Design button_conditioner, sky130hd; sources not shown.
### Placement by cell class

Fill, decap, tap and diode cells in grey.
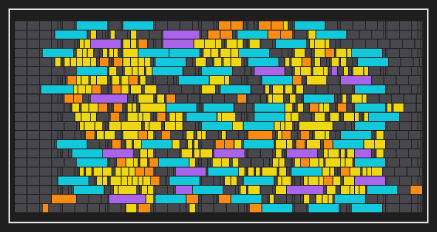
Cyan is sequential cells, cells 57, share of their area 38%. Yellow is remaining logic cells, cells 240, share of their area 40%. Orange is remaining buffers and delay cells, cells 54, share of their area 12%. Purple is clock drivers and dummy loads, cells 16, share of their area 10%.
core area: 6940 um^2
Final Cell Area: 3910 um^2
register share of the cell area: 36.6%
std cell rows: 21

### Metal layers overlaid

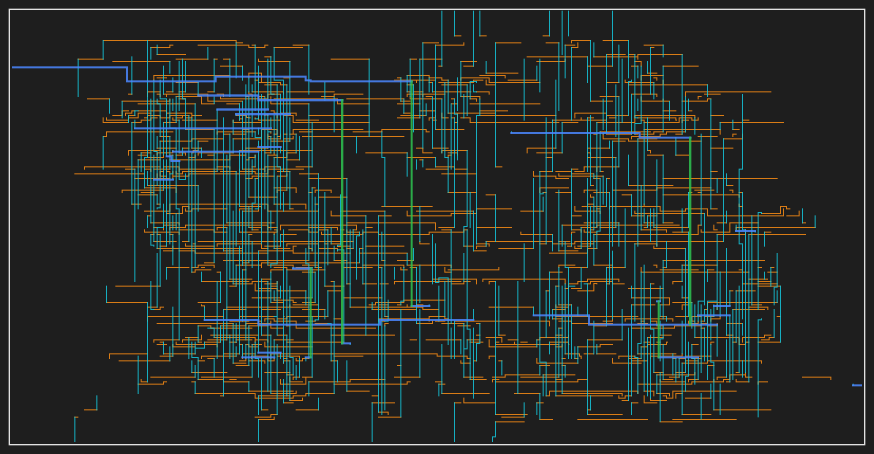
Cyan is M2, wire length 3400 um. Green is M4, wire length 116 um. Orange is M1, wire length 3120 um. Blue is M3, wire length 266 um.
routed length per placed instance: 15.0 um
final WL: 6.90 mm
aggregate global-route resource usage: 19.8%

### Placed standard cells

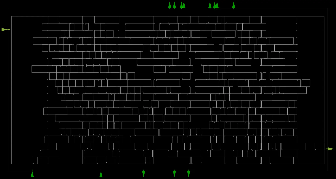
Final Util: 56.3%
FILL cells: 603
registers: 57

==> flow_metrics.py <==
# Auto-generated metrics
metrics = {
    "global_route": {
        "grtUsageMet2_pct": 32.5,
        "antenna_found_initial": 0,
    },
    "routing": {
        "drc": 0,
        "wl_met3_um": 265,
        "viasPerCell": 5.41,
    },
    "critical_path": {
        "reg2regPathDepth": 5,
        "startpoint_type": "flip-flop",
        "required_ns": 2.26,
        "path_cells": "o211ai_1 > a2111oi_4 > or4_4 > or3_1 > a21oi_1",
        "worst-path-buf-inv": 0,
    },
    "status": {
        "outcome": "completed",
    },
    "synthesis": {
        "ys_sh_xor_pct": 8.51,
        "synth.avg_cell_area_um2": 9.63,
        "synth.yosys.chip_area_um2": 2990,
        "top_cell_area_share_pct": 47.8,
        "ys_sh_simple_pct": 26.0,
    },
    "timing": {
        "tightest_slew_ns": 0.448,
        "fin_setup_tns_ns": 0,
        "grt_setup_unrepaired": "yes",
        "fmax_mhz": 513,
    },
    "flow_run": {
        "openroad.warnings": 27,
    },
    "clock_network": {
        "insertion_delay_ns": 0.33,
        "cts_sinks": 57,
    },
    "power": {
        "p_sw_mw": 0.588,
    },
    "cells_and_area": {
        "diodes": 0,
    },
}
==> cells in the mapped netlist (all sizes together) (5+ instances only) <==
cell type	count
a21oi	13
a31oi	10
and2	5
and3	11
and4	6
buf	11
dfrtp	57
nand2	27
nand3	21
nand4	18
nor2	32
o211ai	5
o21ai	27
xnor2	9
xor2	20
==> metrics by stage <==
step / cells / util, % / cell area, um^2
after global routing: 459 / 56.3 / 3910
after detailed placement: 436 / 49.6 / 3440
after CTS: 452 / 55.0 / 3820
final: 459 / 56.3 / 3910
after global placement: 436 / 49.6 / 3440
after floorplan: 310 / - / 2990
==> layout make-up <==
cell class / instances / area, um^2
clock buffer: 11 / 253
clock inverter: 5 / 125
fill: 603 / 3030
inverter: 4 / 15.0
multi-input combinational: 236 / 1510
sequential: 57 / 1430
tap: 92 / 115
timing repair buffer: 54 / 460
No activity file was given, so power comes from the tool's default toggle rates.
